**config.mk**
```make
export PLATFORM = sky130hd
export DESIGN_NAME = gf_red_sched
export DESIGN_NICKNAME = d
export VERILOG_FILES = /design/src/rtl/gf_red_pkg.sv /design/src/rtl/gf_res_fifo.sv /design/src/rtl/gf_red_sched.sv
export SDC_FILE = /design/constraint.sdc
export NUM_CORES = 1
export LEC_CHECK = 0
export CAP_MARGIN = 20
export CORE_MARGIN = 4
export CORE_UTILIZATION = 43
export CTS_BUF_LIST = sky130_fd_sc_hd__clkbuf_16
export CTS_CLUSTER_DIAMETER = 150
export DETAILED_ROUTE_END_ITERATION = 7
export HOLD_SLACK_MARGIN = 0.03
export PLACE_DENSITY_LB_ADDON = 0.15
export SYNTH_ARGS = -nofsm -noshare
export SYNTH_HDL_FRONTEND = slang
export SYNTH_HIERARCHICAL = 1
export SYNTH_SLANG_ARGS = --single-unit
```
**constraint.sdc**
```tcl
create_clock -name clk -period 3.1 [get_ports clk]
set_clock_uncertainty 0.2 [all_clocks]
set_input_delay 0.775 -clock clk [delete_from_list [all_inputs] [get_ports clk]]
set_output_delay 0.775 -clock clk [all_outputs]
set_load 0.01 [all_outputs]
```
**src/rtl/gf_red_pkg.sv**
```systemverilog
// Shared types and helpers for the GF(2^m) reduction scheduler.
package gf_red_pkg;

    typedef enum logic [1:0] {
        CFG_WAIT,
        RUN,
        DRAIN
    } state_t;

    function automatic int tag_w(input int n);
        return ($clog2(n) < 1) ? 1 : $clog2(n);
    endfunction

    function automatic int grade_w(input int dw);
        return $clog2(dw) + 1;
    endfunction

    function automatic logic grade_legal(input int unsigned grade, input int unsigned dw);
        return (grade >= 32'd2) && (grade <= dw);
    endfunction

endpackage

```
**src/rtl/gf_res_fifo.sv**
```systemverilog
// Synchronous result FIFO with occupancy count; head is shown combinationally.
module gf_res_fifo #(
    parameter int DEPTH = 4,
    parameter int WIDTH = 8
) (
    input  logic                         clk,
    input  logic                         rst_n,
    input  logic                         push,
    input  logic [WIDTH-1:0]             push_data,
    input  logic                         pop,
    output logic [WIDTH-1:0]             head,
    output logic                         empty,
    output logic [$clog2(DEPTH+1)-1:0]   count
);

    localparam int PW = (DEPTH > 1) ? $clog2(DEPTH) : 1;
    localparam int CW = $clog2(DEPTH + 1);

    logic [WIDTH-1:0] mem [DEPTH];
    logic [PW-1:0]    wr_ptr;
    logic [PW-1:0]    rd_ptr;
    logic             full;
    logic             do_push;
    logic             do_pop;

    function automatic logic [PW-1:0] next_ptr(input logic [PW-1:0] p);
        return (p == PW'(DEPTH - 1)) ? '0 : p + 1'b1;
    endfunction

    assign empty   = (count == '0);
    assign full    = (count == CW'(DEPTH));
    assign do_push = push && !full;
    assign do_pop  = pop && !empty;
    assign head    = mem[rd_ptr];

    always_ff @(posedge clk or negedge rst_n) begin
        if (!rst_n) begin
            wr_ptr <= '0;
            rd_ptr <= '0;
            count  <= '0;
        end else begin
            if (do_push) wr_ptr <= next_ptr(wr_ptr);
            if (do_pop)  rd_ptr <= next_ptr(rd_ptr);
            case ({do_push, do_pop})
                2'b10:   count <= count + 1'b1;
                2'b01:   count <= count - 1'b1;
                default: count <= count;
            endcase
        end
    end

    always_ff @(posedge clk) begin
        if (do_push) mem[wr_ptr] <= push_data;
    end

endmodule

```
**src/rtl/gf_red_sched.sv**
```systemverilog
// Round-robin scheduler feeding one external 2-cycle GF(2^m) reduction unit,
// with tagged in-flight tracking and a credit-protected result FIFO.
module gf_red_sched
    import gf_red_pkg::*;
#(
    parameter int DATA_WIDTH = 10,
    parameter int NUM_REQ    = 4,
    parameter int FIFO_DEPTH = 4,
    parameter int RED_LAT    = 2
) (
    input  logic                                  clk,
    input  logic                                  rst_n,
    input  logic                                  cfg_valid,
    output logic                                  cfg_ready,
    input  logic [grade_w(DATA_WIDTH)-1:0]        cfg_grade,
    input  logic [DATA_WIDTH:0]                   cfg_poly,
    output logic                                  cfg_err,
    input  logic [NUM_REQ-1:0]                    req_valid,
    output logic [NUM_REQ-1:0]                    req_ready,
    input  logic [NUM_REQ*2*DATA_WIDTH-1:0]       req_data,
    output logic                                  rsp_valid,
    input  logic                                  rsp_ready,
    output logic [DATA_WIDTH-1:0]                 rsp_data,
    output logic [tag_w(NUM_REQ)-1:0]             rsp_id,
    output logic                                  red_enable,
    output logic [grade_w(DATA_WIDTH)-1:0]        red_grade,
    output logic [DATA_WIDTH:0]                   red_poly,
    output logic [2*DATA_WIDTH-1:0]               red_in,
    input  logic [DATA_WIDTH-1:0]                 red_out
);

    localparam int TAG_W = tag_w(NUM_REQ);
    localparam int GW    = grade_w(DATA_WIDTH);
    localparam int OPW   = 2 * DATA_WIDTH;
    localparam int CW    = $clog2(FIFO_DEPTH + 1);

    state_t             state, state_nxt;
    logic [GW-1:0]      grade_q;
    logic [DATA_WIDTH:0] poly_q;
    logic               err_q;
    logic [TAG_W-1:0]   rr_ptr;
    logic               pipe_vld [RED_LAT];
    logic [TAG_W-1:0]   pipe_tag [RED_LAT];
    int unsigned        inflight;
    int unsigned        arb_idx;
    logic [CW-1:0]      fifo_count;
    logic               fifo_empty;
    logic [TAG_W-1:0]   grant_idx;
    logic               grant_found;
    logic               credit_ok;
    logic               issue;
    logic               cfg_hs;
    logic               cfg_legal;

    assign cfg_hs    = cfg_valid && cfg_ready;
    assign cfg_legal = grade_legal(32'(cfg_grade), DATA_WIDTH);
    assign red_grade = grade_q;
    assign red_poly  = poly_q;
    assign cfg_err   = err_q;

    always_comb begin
        inflight = 0;
        for (int unsigned k = 0; k < RED_LAT; k++) inflight = inflight + 32'(pipe_vld[k]);
    end

    // Credit counts in-flight ops as already occupying FIFO slots, so overflow is impossible.
    assign credit_ok = (32'(fifo_count) + inflight) < 32'(FIFO_DEPTH);

    always_comb begin
        grant_found = 1'b0;
        grant_idx   = '0;
        arb_idx     = 0;
        for (int unsigned k = 1; k <= NUM_REQ; k++) begin
            arb_idx = 32'(rr_ptr) + k;
            if (arb_idx >= NUM_REQ) arb_idx = arb_idx - NUM_REQ;
            if (!grant_found && req_valid[arb_idx[TAG_W-1:0]]) begin
                grant_found = 1'b1;
                grant_idx   = arb_idx[TAG_W-1:0];
            end
        end
    end

    assign issue = (state == RUN) && !cfg_valid && grant_found && credit_ok;

    always_comb begin
        req_ready = '0;
        red_in    = '0;
        if (issue) begin
            req_ready[grant_idx] = 1'b1;
            red_in = req_data[32'(grant_idx)*OPW +: OPW];
        end
    end

    always_ff @(posedge clk or negedge rst_n) begin
        if (!rst_n) state <= CFG_WAIT;
        else        state <= state_nxt;
    end

    always_comb begin
        state_nxt = state;
        case (state)
            CFG_WAIT: if (cfg_hs) state_nxt = cfg_legal ? RUN : CFG_WAIT;
            RUN:      if (cfg_valid) state_nxt = DRAIN;
            DRAIN:    if (cfg_hs) state_nxt = cfg_legal ? RUN : CFG_WAIT;
            default:  state_nxt = CFG_WAIT;
        endcase
    end

    always_comb begin
        cfg_ready  = 1'b0;
        red_enable = 1'b0;
        case (state)
            CFG_WAIT: cfg_ready = 1'b1;
            RUN:      red_enable = 1'b1;
            DRAIN: begin
                red_enable = 1'b1;
                cfg_ready  = (inflight == 0);
            end
            default: ;
        endcase
    end

    always_ff @(posedge clk or negedge rst_n) begin
        if (!rst_n) begin
            grade_q <= '0;
            poly_q  <= '0;
            err_q   <= 1'b0;
            rr_ptr  <= TAG_W'(NUM_REQ - 1);
        end else begin
            if (cfg_hs) begin
                grade_q <= cfg_grade;
                poly_q  <= cfg_poly;
                err_q   <= !cfg_legal;
            end
            if (issue) rr_ptr <= grant_idx;
        end
    end

    always_ff @(posedge clk or negedge rst_n) begin
        if (!rst_n) begin
            for (int unsigned k = 0; k < RED_LAT; k++) begin
                pipe_vld[k] <= 1'b0;
                pipe_tag[k] <= '0;
            end
        end else begin
            pipe_vld[0] <= issue;
            pipe_tag[0] <= grant_idx;
            for (int unsigned k = 1; k < RED_LAT; k++) begin
                pipe_vld[k] <= pipe_vld[k-1];
                pipe_tag[k] <= pipe_tag[k-1];
            end
        end
    end

    gf_res_fifo #(
        .DEPTH (FIFO_DEPTH),
        .WIDTH (TAG_W + DATA_WIDTH)
    ) u_fifo (
        .clk       (clk),
        .rst_n     (rst_n),
        .push      (pipe_vld[RED_LAT-1]),
        .push_data ({pipe_tag[RED_LAT-1], red_out}),
        .pop       (rsp_valid && rsp_ready),
        .head      ({rsp_id, rsp_data}),
        .empty     (fifo_empty),
        .count     (fifo_count)
    );

    assign rsp_valid = !fifo_empty;

endmodule

```
==> images/power_grid.png <==
Scale bar: 20 microns. Pins as bars on the die edge.
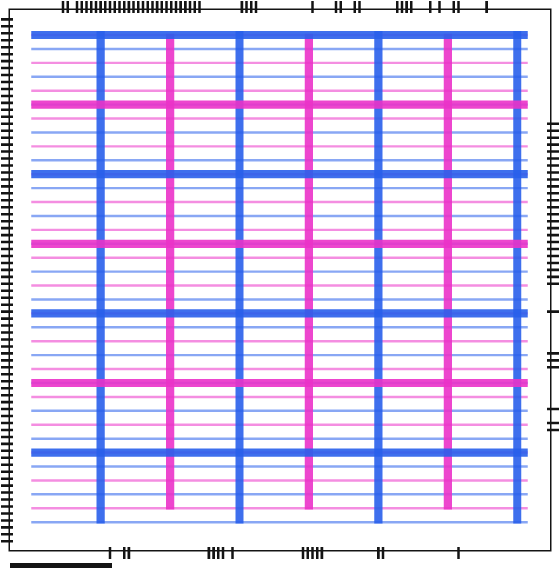
blue -> VSS
magenta -> VDD
met5 straps = 7
met1 rails = 36
met4 straps = 7

==> images/placement_by_type.png <==
Scale bar: 20 microns.
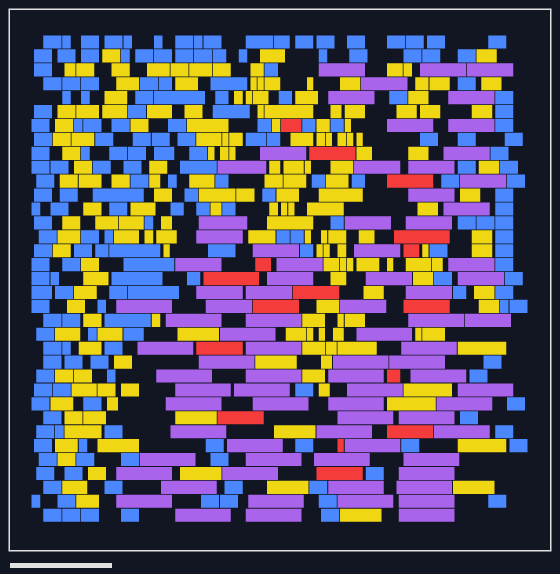
blue -> remaining buffers and delay cells  # cells 204
red -> clock drivers and dummy loads  # cells 16
yellow -> combinational and other logic  # cells 181
purple -> sequential cells  # cells 82

==> images/clk_routes.png <==
Scale bar: 20 microns.
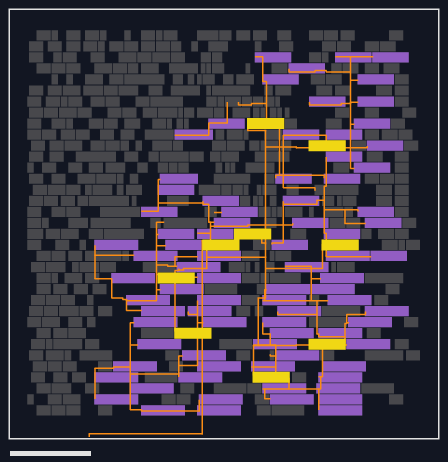
purple -> flip-flops  # count 82
orange -> clock wires  # length 931 microns
yellow -> clock drivers  # count 9
routed clock nets = 10

## final cells by class
class	instances	area, sq um
fillers	625	2477
flip-flops and latches	82	2295
repair buffers	204	2026
multi-input cells	164	1889
clock buffers	9	225.2
well taps	129	161.4
clock inverters	7	100.1
inverters	17	66.31
## placed cells by master, fill, tap and decap left out, types with 3 or more instances in the layout
cell / instances
and2_1: 4
buf_12: 3
buf_16: 6
buf_2: 21
buf_4: 24
buf_6: 4
clkbuf_16: 10
clkbuf_2: 3
clkdlybuf4s50_1: 139
dfrtp_1: 32
edfxtp_1: 48
ha_1: 12
inv_1: 15
mux2_2: 22
mux2i_1: 31
mux2i_2: 9
mux4_1: 4
mux4_2: 8
nand2_1: 7
nand2b_4: 5
nor2_1: 5
nor3_1: 4
o22ai_1: 3
o22ai_2: 16
==> flow_summary.ini <==
; physical design summary
[worst_setup_path]
cpMaxStageDelayCell = a211o_2
worst_ep_arrival_time_ns = 2.23
cp-startpoint = req_valid[2]
criticalPathCategory = primary input to output pin
path_buffers = 4
worstSetupStartpointType = primary input
cp-endpoint = red_in[16]
crit_cells = 8
cpPeakStageDelay_ns = 0.36
r2r_end = u_fifo/count[2]
rrSetupSlack_ns = 0.78
crit_fanout = 8
required_ns = 2.12
r2r_start = u_fifo/count[2]
crit_family = buffers and inverters
crit_chain = dlygate4sd2_1, nor2_2, a211o_2, buf_4, buf_12, mux2i_1, o22ai_2, buf_2
reg2reg_depth = 11

[power]
clockPowerShare_pct = 22.5
powerClk_mw = 1.14
combinationalPowerShare_pct = 46.2
p_seq_share_pct = 31.2
sw_frac_of_total_pct = 30.42
power.density_nw_per_um2 = 749.3
p_switching_mw = 1.542
power_leader = combinational logic
p_leak_nw = 2.754
total_power_mw = 5.068
p_int_mw = 3.526

[route]
dr_wl_met2_microns = 5748
dr.pass1.iters = 4
vias = 3093
via_per_inst = 5.054
antenna_left = 0
dr.max_layer_used = met4
first_iter_violations = 67
wl_met3_microns = 839
wl_met1_microns = 3957

[synthesis]
ys_sh_xor_pct = 0.6424
synth-edff-count = 48
ys_warn_count = 6
postSynthSeqShare_pct = 56.10
numSynthFlops = 82
ys_sh_aoi_pct = 5.965
common_cells = 48 x edfxtp_1, 42 x mux2i_1, 32 x dfrtp_1, 22 x mux2_2, 20 x o22ai_1
synth_top_cell_by_area = edfxtp_1
ys_async_sr_fraction_pct = 41.46
flop_cell = edfxtp_1
top_logic_kind = multiplexers
simple_gate_area_share_pct = 4.589
top_cells_by_area = edfxtp_1 35%, dfrtp_1 20%, mux2i_1 10%, mux2_2 6.1%, mux4_2 4.4%
top_area_share_pct = 35.24
synthDistinctLibCells = 38
syn_area_sq_um = 4090
synth_cells = 273
top_cell = edfxtp_1
yosys-stat-cells = 273
mux_share_pct = 23.31
syn_nets = 402
adder_share_pct = 4.772
avgSynthCellArea_sq_um = 14.98

[finish]
final_core_util_pct = 73.19
largest-register = u_fifo/mem
drive_above_1_share_pct = 32.92
largest_reg_flops = 48
final_cells = 612
finalInstanceArea_sq_um = 6763
fin_nets = 607
synthToLayoutAreaGrowth_pct = 65.34

[grt]
use_met2_pct = 34.88
grt_start_max_net_pins = 35
grt_first_pass_wirelength_microns = 16590
grt_use_met1_pct = 20.60
top_usage_layer = met2
antenna_found_initial = 0
track_usage_pct = 19.26
use_met3_pct = 6.614
grt_pass1_vias = 3358

[min_path]
min_path_type = register to register
holdPathEnd = pipe_tag[0]
whs_path_depth = 0
hp-start = pipe_tag[2]

[clock_tree]
post_cts_buffers = 6
cts_buffer_depth = 2
clock-sinks = 82
ctsResizeCount = 147
cts.clk_slew.worst_paths_ns = 0.06
cts_buffers = 9
clk_latency_ns = 0.33
h-tree-depth = 3
cts_tree = done
cts_hold_buf = 0

[timing]
worst_slack_ns = -0.1020
rsz0062_at_grt = yes
worstMarginPinSlew_ns = 0.7387
period_used_pct = 103.3
hold_viol = 0
tns_ns = -0.9788
setup_viol = 20
finalMaxSlewViolations = 0
max_clock_freq_mhz = 312.3
fin_hold_ws_ns = 0.1519
fin_crit_ns = 3.202

[place]
io_buffers = 169
dp.cells = 578
postPlaceCellArea_sq_um = 5989
dp_slack_ns = -0.8362
gp_congestion = 0.7441

[run_status]
violations = negative setup slack
status = finished, violations left

[floorplan]
die_h_microns = 105.5
core.rowCount = 35
initCoreUtil_pct = 44.27
io-pin-count = 170
die_x_microns = 105.5
dieArea_sq_um = 11140
core_sq_um = 9240

[flow_run]
warning_count = 36
